==> config.mk <==
export PLATFORM = sky130hd
export DESIGN_NAME = gate_mux_unit
export DESIGN_NICKNAME = d
export VERILOG_FILES = /design/src/rtl/gate_mux_unit.sv
export SDC_FILE = /design/constraint.sdc
export NUM_CORES = 1
export LEC_CHECK = 0
export CAP_MARGIN = 20
export CORE_AREA = 2 2 39 41
export CTS_BUF_LIST = sky130_fd_sc_hd__clkbuf_8
export DETAILED_ROUTE_END_ITERATION = 8
export DIE_AREA = 0 0 41 43
export GPL_TIMING_DRIVEN = 0
export PLACE_DENSITY_LB_ADDON = 0.15
export SETUP_SLACK_MARGIN = 0.3
export SLEW_MARGIN = 20
export SYNTH_ARGS = -nofsm -noshare
export SYNTH_HDL_FRONTEND = slang
export SYNTH_SLANG_ARGS = --single-unit
==> constraint.sdc <==
create_clock -name clk -period 0.8 [get_ports clk]
set_input_delay 0.16 -clock clk [delete_from_list [all_inputs] [get_ports clk]]
set_output_delay 0.16 -clock clk [all_outputs]
set_load 0.01 [all_outputs]
==> src/rtl/gate_mux_unit.sv <==
// gate_mux_unit: registered bitwise AND, NOT and 2:1 mux of two operands, one-cycle latency.
// Define GATE_MUX_UNIT_CNT_EN to add the 16-bit wrapping result_cnt output.
module gate_mux_unit #(
  parameter int WIDTH = 1
) (
  input  logic             clk,
  input  logic             rst_n,
  input  logic             in_valid,
  input  logic [WIDTH-1:0] a,
  input  logic [WIDTH-1:0] b,
  input  logic             sel,
  output logic             out_valid,
  output logic [WIDTH-1:0] y_and,
  output logic [WIDTH-1:0] y_not,
  output logic [WIDTH-1:0] y_mux
`ifdef GATE_MUX_UNIT_CNT_EN
  ,
  output logic [15:0]      result_cnt
`endif
);
  logic             valid_q, valid_d;
  logic [WIDTH-1:0] and_q, and_d, not_q, not_d, mux_q, mux_d;
  always_comb begin
    valid_d = in_valid;
    and_d   = in_valid ? (a & b) : and_q;
    not_d   = in_valid ? ~a : not_q;
    mux_d   = in_valid ? (sel ? b : a) : mux_q;
  end
  always_ff @(posedge clk or negedge rst_n) begin
    if (!rst_n) begin
      valid_q <= 1'b0;
      and_q   <= '0;
      not_q   <= '0;
      mux_q   <= '0;
    end else begin
      valid_q <= valid_d;
      and_q   <= and_d;
      not_q   <= not_d;
      mux_q   <= mux_d;
    end
  end
  assign out_valid = valid_q;
  assign y_and     = and_q;
  assign y_not     = not_q;
  assign y_mux     = mux_q;
`ifdef GATE_MUX_UNIT_CNT_EN
  logic [15:0] cnt_q, cnt_d;
  always_comb cnt_d = cnt_q + 16'(in_valid);
  always_ff @(posedge clk or negedge rst_n) begin
    if (!rst_n) cnt_q <= '0;
    else        cnt_q <= cnt_d;
  end
  assign result_cnt = cnt_q;
`endif
endmodule

==> images/wires.png <==
Only two layers are drawn.
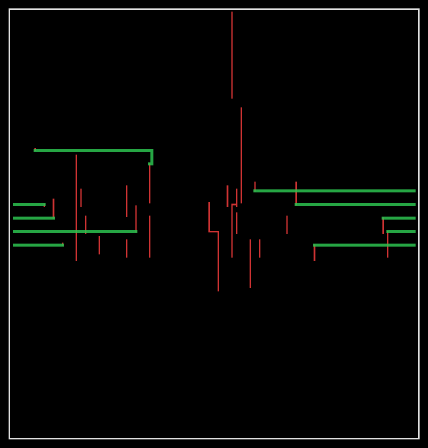
Key: green = metal 3 [wire length 80.8 um]; red = metal 2 [wire length 89.5 um]

==> images/io_fan.png <==
Bar = 10 um.
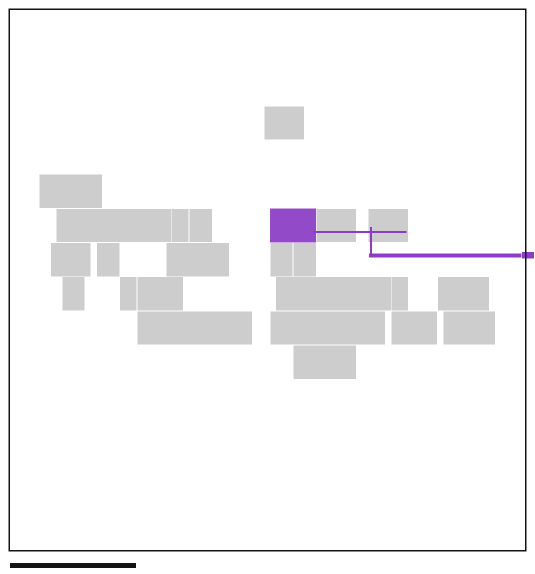
Key: purple = sel [bits 1, direction input, edge right, end cells 1, buffers 1, wire 21.4 um]

==> images/placement_by_type.png <==
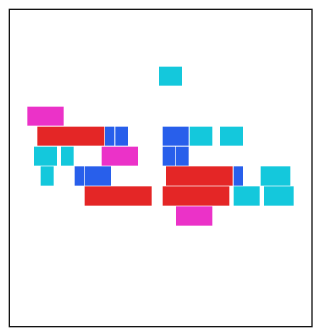
Key: blue = combinational and other logic [cells 8, share of their area 17%]; magenta = clock drivers [cells 3, share of their area 16%]; cyan = remaining buffers and delay cells [cells 9, share of their area 29%]; red = sequential cells [cells 4, share of their area 38%]
final design instance area without fill: 285 um2
register fraction of the total cell area: 0.351
share of the core filled with cells: 0.206
core area: 0.00138 mm2

==> notes.md <==
Flow results.

- The script extracted a net switching power of 0.000140 W.
- In this run the cell area measured after placement is 256 um2.
- 0 antenna diodes ended up in the layout.
- The layout report gives the multi-input gate share of total cell area as 0.136.
- The vertical die dimension is 43 um.
- The largest stage delay on the critical path is 0.37 ns.
- The CTS report gives the tree buffer count as 3.
- Looking at the clock tree report, the H-tree level count equals 1.
- The total of flip-flops plus latches after synthesis is 4.
- The global route total overflow is 0.
- The detailed-route vias per instance is 3.05.
- The layout contains a multi-input combinational cell count of 6.
- Setup repair after global routing could not meet its margin everywhere.
- The worst hold margin is 0.151 ns.
- The flow ran to the end, but the final reports show violations.
- The final timing report counts setup violations totalling 4.
- STA classifies the critical path startpoint as a register.
- The library cells used most frequently in the layout, excluding fill and tap cells, are 4 x sky130_fd_sc_hd__dlygate4sd2_1, 4 x sky130_fd_sc_hd__dfrtp_1, 3 x sky130_fd_sc_hd__clkbuf_8.
- Switching power as a fraction of the total was reported as 0.194.
- The cell type that accounts for the most area after synthesis is sky130_fd_sc_hd__dfrtp_1.
- The number of enable-type register cells in the synthesized netlist is 0.
- The most critical min-delay path falls under input port to asynchronous set/reset pin.
- The area fraction in full adders, half adders and majority gates is 0.
- The synthesized netlist has a Yosys-reported chip area of 146 um2.
- The share of Yosys cell area claimed by the top area cell type is 0.684.
- The number of max-cap violations is 0.
- After filler insertion, the fill cell instance count of the layout stands at 151.
- The checks that failed: setup timing.
- The layout report lists the clock-cell share of area as 0.145.
- The final route contains 122 vias.
- In the final layout, the share of cells above drive strength 1 is 0.292.
- Subtracting the final worst setup slack from the clock period gives 0.883 ns.
- The capture point of the critical path is y_not.
- The mean routed wirelength per cell is 8.38 um.
- The die boundary width is 41 um.
- The clock edge transition at the registers on the reported setup and hold paths is 0.03 ns.
- After layout, the worst setup slack is -0.0829 ns.
No activity file was given, so power comes from the tool's default toggle rates.
